File: config.mk
export PLATFORM = sky130hd
export DESIGN_NAME = alu_seq_ctrl_flat
export DESIGN_NICKNAME = d
export VERILOG_FILES = /design/src/rtl/alu_seq_pkg.sv /design/src/rtl/alu_seq_ctrl_if.sv /design/src/rtl/alu_seq_lat_cnt.sv /design/src/rtl/alu_seq_ctrl.sv /design/src/flat_wrapper.sv
export SDC_FILE = /design/constraint.sdc
export NUM_CORES = 1
export LEC_CHECK = 0
export CORE_ASPECT_RATIO = 2
export CORE_MARGIN = 4
export CORE_UTILIZATION = 41
export DETAILED_ROUTE_END_ITERATION = 7
export HOLD_SLACK_MARGIN = 0.12
export PLACE_DENSITY = 0.82
export SETUP_SLACK_MARGIN = 0.5
export SLEW_MARGIN = 20
export SYNTH_ARGS = -nofsm -noshare
export SYNTH_HDL_FRONTEND = slang
export SYNTH_SLANG_ARGS = --single-unit
File: constraint.sdc
create_clock -name clk -period 1.55 [get_ports clk]
set_clock_uncertainty 0.1 [all_clocks]
set_input_delay 0.3875 -clock clk [delete_from_list [all_inputs] [get_ports clk]]
set_output_delay 0.3875 -clock clk [all_outputs]
set_load 0.005 [all_outputs]
File: src/rtl/alu_seq_pkg.sv
// Shared types for the ALU sequencer: opcodes, FSM states, idle select code.
// is_multicycle() marks the ops that hold the ALU for more than one cycle.
package alu_seq_pkg;

    typedef enum logic [3:0] {
        OP_SUB  = 4'd0,
        OP_ADD  = 4'd1,
        OP_MUL  = 4'd2,
        OP_MOV  = 4'd3,
        OP_COMP = 4'd4,
        OP_DIV  = 4'd5,
        OP_XOR  = 4'd6,
        OP_AND  = 4'd7,
        OP_NOT  = 4'd8,
        OP_SHL  = 4'd9,
        OP_SHR  = 4'd10
    } op_e;

    typedef enum logic [1:0] {
        ST_IDLE = 2'd0,
        ST_EXEC = 2'd1,
        ST_WAIT = 2'd2,
        ST_DONE = 2'd3
    } state_e;

    localparam logic [3:0] SEL_IDLE = 4'hF;

    function automatic logic is_multicycle(input logic [3:0] op);
        return (op == OP_MUL) || (op == OP_DIV);
    endfunction

    function automatic logic is_legal(input logic [3:0] op);
        return op <= OP_SHR;
    endfunction

endpackage

File: src/rtl/alu_seq_ctrl_if.sv
// Request, ALU-mux and response signals of the ALU sequencer.
// slave = sequencer side, master = requester/ALU/consumer side.
interface alu_seq_ctrl_if #(
    parameter int N = 4
);
    logic         req_valid;
    logic         req_ready;
    logic [3:0]   req_op;
    logic [N-1:0] req_a;
    logic [N-1:0] req_b;
    logic [3:0]   alu_select;
    logic [N-1:0] alu_a;
    logic [N-1:0] alu_b;
    logic [N-1:0] alu_result;
    logic         rsp_valid;
    logic         rsp_ready;
    logic [N-1:0] rsp_result;
    logic         rsp_err;

    modport slave (
        input  req_valid, req_op, req_a, req_b, alu_result, rsp_ready,
        output req_ready, alu_select, alu_a, alu_b, rsp_valid, rsp_result, rsp_err
    );

    modport master (
        output req_valid, req_op, req_a, req_b, alu_result, rsp_ready,
        input  req_ready, alu_select, alu_a, alu_b, rsp_valid, rsp_result, rsp_err
    );
endinterface

File: src/rtl/alu_seq_lat_cnt.sv
// 4-bit latency down-counter: load wins over decrement, zero flag is combinational.
// Latency: value visible the cycle after load/decrement; no backpressure.
module alu_seq_lat_cnt (
    input  logic       clk,
    input  logic       rst_n,
    input  logic       load,
    input  logic [3:0] load_val,
    input  logic       dec,
    output logic       zero
);
    logic [3:0] cnt;

    always_ff @(posedge clk) begin
        if (!rst_n) begin
            cnt <= 4'd0;
        end else if (load) begin
            cnt <= load_val;
        end else if (dec && (cnt != 4'd0)) begin
            cnt <= cnt - 4'd1;
        end
    end

    assign zero = (cnt == 4'd0);
endmodule

File: src/rtl/alu_seq_ctrl.sv
// Sequences one op at a time through an external ALU mux; ALU_SEQ_DIV0_CHK_EN short-circuits DIV by zero.
// Latency: 2 cycles single-cycle ops, LAT+1 for MUL/DIV, 1 for illegal/short-circuited ops.
// Backpressure: req_ready only in IDLE; response held in DONE until rsp_ready.
module alu_seq_ctrl
    import alu_seq_pkg::*;
#(
    parameter int N       = 4,
    parameter int MUL_LAT = 2,
    parameter int DIV_LAT = 4
) (
    input  logic           clk,
    input  logic           rst_n,
    alu_seq_ctrl_if.slave  bus
);
`ifdef ALU_SEQ_DIV0_CHK_EN
    localparam bit DIV0_CHK = 1'b1;
`else
    localparam bit DIV0_CHK = 1'b0;
`endif

    localparam logic [3:0] MUL_LD = 4'(MUL_LAT - 1);
    localparam logic [3:0] DIV_LD = 4'(DIV_LAT - 1);

    state_e     state;
    logic       cnt_zero;
    logic       cnt_load;
    logic       cnt_dec;
    logic       accept;
    logic       div0_short;

    assign accept     = (state == ST_IDLE) && bus.req_valid;
    assign div0_short = DIV0_CHK && (bus.req_op == OP_DIV) && (bus.req_b == '0);
    assign cnt_load   = accept && is_multicycle(bus.req_op) && !div0_short;
    assign cnt_dec    = (state == ST_WAIT) && !cnt_zero;

    alu_seq_lat_cnt u_lat_cnt (
        .clk      (clk),
        .rst_n    (rst_n),
        .load     (cnt_load),
        .load_val ((bus.req_op == OP_MUL) ? MUL_LD : DIV_LD),
        .dec      (cnt_dec),
        .zero     (cnt_zero)
    );

    always_ff @(posedge clk) begin
        if (!rst_n) begin
            state          <= ST_IDLE;
            bus.req_ready  <= 1'b1;
            bus.rsp_valid  <= 1'b0;
            bus.rsp_result <= '0;
            bus.rsp_err    <= 1'b0;
            bus.alu_select <= SEL_IDLE;
            bus.alu_a      <= '0;
            bus.alu_b      <= '0;
        end else begin
            case (state)
                ST_IDLE: begin
                    if (bus.req_valid) begin
                        bus.alu_a     <= bus.req_a;
                        bus.alu_b     <= bus.req_b;
                        bus.req_ready <= 1'b0;
                        // Illegal ops and short-circuited DIV never reach the ALU mux.
                        if (!is_legal(bus.req_op) || div0_short) begin
                            state          <= ST_DONE;
                            bus.rsp_valid  <= 1'b1;
                            bus.rsp_err    <= 1'b1;
                            bus.rsp_result <= div0_short ? '1 : '0;
                        end else begin
                            state          <= is_multicycle(bus.req_op) ? ST_WAIT : ST_EXEC;
                            bus.alu_select <= bus.req_op;
                        end
                    end
                end
                ST_EXEC, ST_WAIT: begin
                    if (state == ST_EXEC || cnt_zero) begin
                        state          <= ST_DONE;
                        bus.rsp_valid  <= 1'b1;
                        bus.rsp_err    <= 1'b0;
                        bus.rsp_result <= bus.alu_result;
                        bus.alu_select <= SEL_IDLE;
                    end
                end
                ST_DONE: begin
                    if (bus.rsp_ready) begin
                        state         <= ST_IDLE;
                        bus.rsp_valid <= 1'b0;
                        bus.req_ready <= 1'b1;
                    end
                end
                default: begin
                    state <= ST_IDLE;
                end
            endcase
        end
    end
endmodule

File: src/flat_wrapper.sv
// flat-port wrapper written by rule: the top's interface ports become plain ports
module alu_seq_ctrl_flat import alu_seq_pkg::*;
#(
    parameter int N       = 4,
    parameter int MUL_LAT = 2,
    parameter int DIV_LAT = 4
)
  (clk, rst_n, bus_req_valid, bus_req_op, bus_req_a, bus_req_b, bus_alu_result, bus_rsp_ready, bus_req_ready, bus_alu_select, bus_alu_a, bus_alu_b, bus_rsp_valid, bus_rsp_result, bus_rsp_err);
  alu_seq_ctrl_if #(.N(N)) bus_i ();
  input  logic clk;
  input  logic rst_n;
  input wire logic [$bits(bus_i.req_valid)-1:0] bus_req_valid;
  input wire logic [$bits(bus_i.req_op)-1:0] bus_req_op;
  input wire logic [$bits(bus_i.req_a)-1:0] bus_req_a;
  input wire logic [$bits(bus_i.req_b)-1:0] bus_req_b;
  input wire logic [$bits(bus_i.alu_result)-1:0] bus_alu_result;
  input wire logic [$bits(bus_i.rsp_ready)-1:0] bus_rsp_ready;
  output wire logic [$bits(bus_i.req_ready)-1:0] bus_req_ready;
  output wire logic [$bits(bus_i.alu_select)-1:0] bus_alu_select;
  output wire logic [$bits(bus_i.alu_a)-1:0] bus_alu_a;
  output wire logic [$bits(bus_i.alu_b)-1:0] bus_alu_b;
  output wire logic [$bits(bus_i.rsp_valid)-1:0] bus_rsp_valid;
  output wire logic [$bits(bus_i.rsp_result)-1:0] bus_rsp_result;
  output wire logic [$bits(bus_i.rsp_err)-1:0] bus_rsp_err;
  assign bus_i.req_valid = bus_req_valid;
  assign bus_i.req_op = bus_req_op;
  assign bus_i.req_a = bus_req_a;
  assign bus_i.req_b = bus_req_b;
  assign bus_i.alu_result = bus_alu_result;
  assign bus_i.rsp_ready = bus_rsp_ready;
  assign bus_req_ready = bus_i.req_ready;
  assign bus_alu_select = bus_i.alu_select;
  assign bus_alu_a = bus_i.alu_a;
  assign bus_alu_b = bus_i.alu_b;
  assign bus_rsp_valid = bus_i.rsp_valid;
  assign bus_rsp_result = bus_i.rsp_result;
  assign bus_rsp_err = bus_i.rsp_err;
  alu_seq_ctrl #(.N(N), .MUL_LAT(MUL_LAT), .DIV_LAT(DIV_LAT)) u_core (.clk(clk), .rst_n(rst_n), .bus(bus_i));
endmodule
Figure 1. Power grid (run 1).
Bar = 10 um. Pins as bars on the die edge.
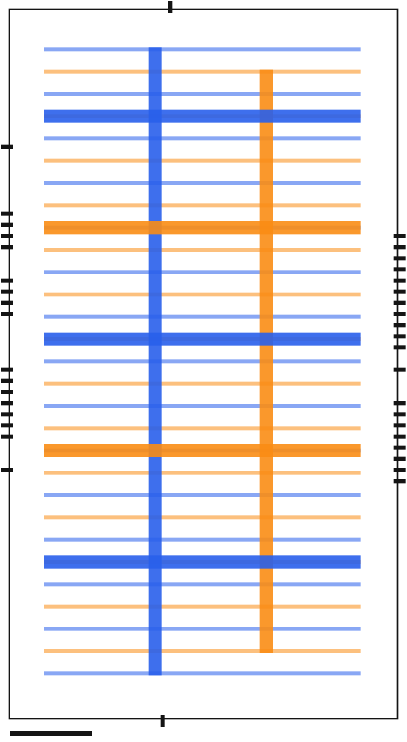
color	net
blue	VSS
orange	VDD
met4 straps	2
rows	28
signal pins	39
met1 rails	29

Figure 2. Placed cells, one color a class (run 1).
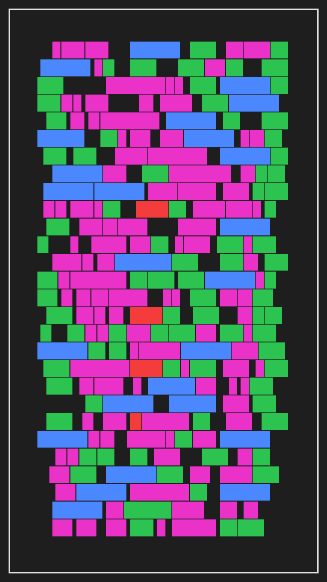
color	class	cells	share of their area
magenta	combinational and other logic	113	43%
blue	sequential cells	25	22%
green	remaining buffers and delay cells	84	32%
red	clock drivers and dummy loads	4	2.0%

==> commit_impl_results.txt <==
Store results of the implementation flow

* Remaining global-route overflow: 0
* Path type of the worst setup path: register to register
* Status: finished with violations
- Ant. Diodes: 0
- Switching power as a fraction of the total was reported as 38.8%.
- Area growth, synth to finish: 91.4%
- Critical path required time: roughly 1.7 ns
- Violated checks: negative setup slack
* Top cell category: combinational gates
- Cell count after placement: about 230
- Clock network fraction of total power: under 10%
* Most popular library cell in the synthesized design by count: nand2_1
* Clock edge transition at the registers on the reported setup and hold paths: ~0.090 ns
- TritonCTS built the clock tree.
* Worst path setup slack after routing: -0.145 ns
* Count of synthesis-stage warnings from yosys: 0
* Sink Count: 25
- Worst path top cell family by delay: simple AND/OR/NAND/NOR gates
- Switching power summed over all nets: 1.61 mW
- Die width: between 40 and 50 um
- IR analysis of the VDD net gives a maximum drop of 1520 uV.
- Filler cell count: ~190
- In the synthesized netlist, mux cells make up between 4 and 5% of the area.
* Setup violation total in the final timing report: 13
* Non-clock buffering overhead: a little under a third
- A synthesized cell averages just under 9 um^2.
* Leakage Power: around 1.0 nW
- Max-Cap Viols: 0
- By area the synthesized netlist is led by dfxtp_1 40%, nand2_1 8.3%, ha_1 6.0%.
* Iteration-0 DRC count of the detailed router: 23
- The chip occupies 0.00408 mm^2.
- Max Fclk: 590 MHz
* Met1 capacity usage during global routing: between 10% and 20%
* Max-Slew Margin vs Limit: 79.4%
- Minimum clock period: between 1.5 and 2 ns
* Finished layout cell area: between 0.002 and 0.0025 mm^2
- Vias in the first global route: between 1,500 and 2,000
- The critical path's slowest stage uses the library cell or4b_4.
- Among the non-sequential cells, simple AND/OR/NAND/NOR gates take the most area.
- The detailed router used layers up to and including met4.
- Sequential power for this build is 0.959 mW.
- Ys flop type: dfxtp_1
- The number of cells on the worst hold path is listed as 2.
* Summed instance area of the synthesized netlist: roughly 0.0013 mm^2
- Global-route wire length before repair: 6.82 mm
- Top cell type by total area after synthesis: dfxtp_1
* Buffers added on ports: 38
* Final HPWL DP: approximately 2.9 mm
- For the combinational group, total power comes out at ~2.8 mW.
- Power consumption: between 4 and 5 mW
- Number of antenna violations at the first check in global routing: 0
- Summed over its instances, the top area cell type makes up 39.7% of the synthesized netlist area.
- Floorplan-stage core utilization: about 43%
Figure 3. Clock network drawn from the DEF (run 1).
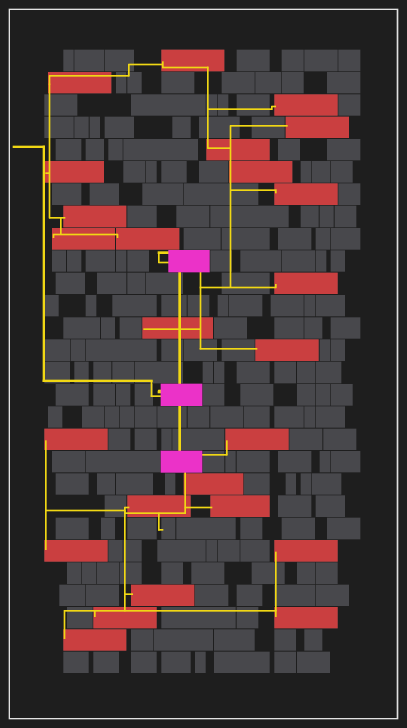
[red] flip-flops | count: 25
[yellow] clock wires | length: 329 um
[magenta] clock drivers | count: 3
routed clock nets	4

Power is estimated from default activity; no workload was simulated.
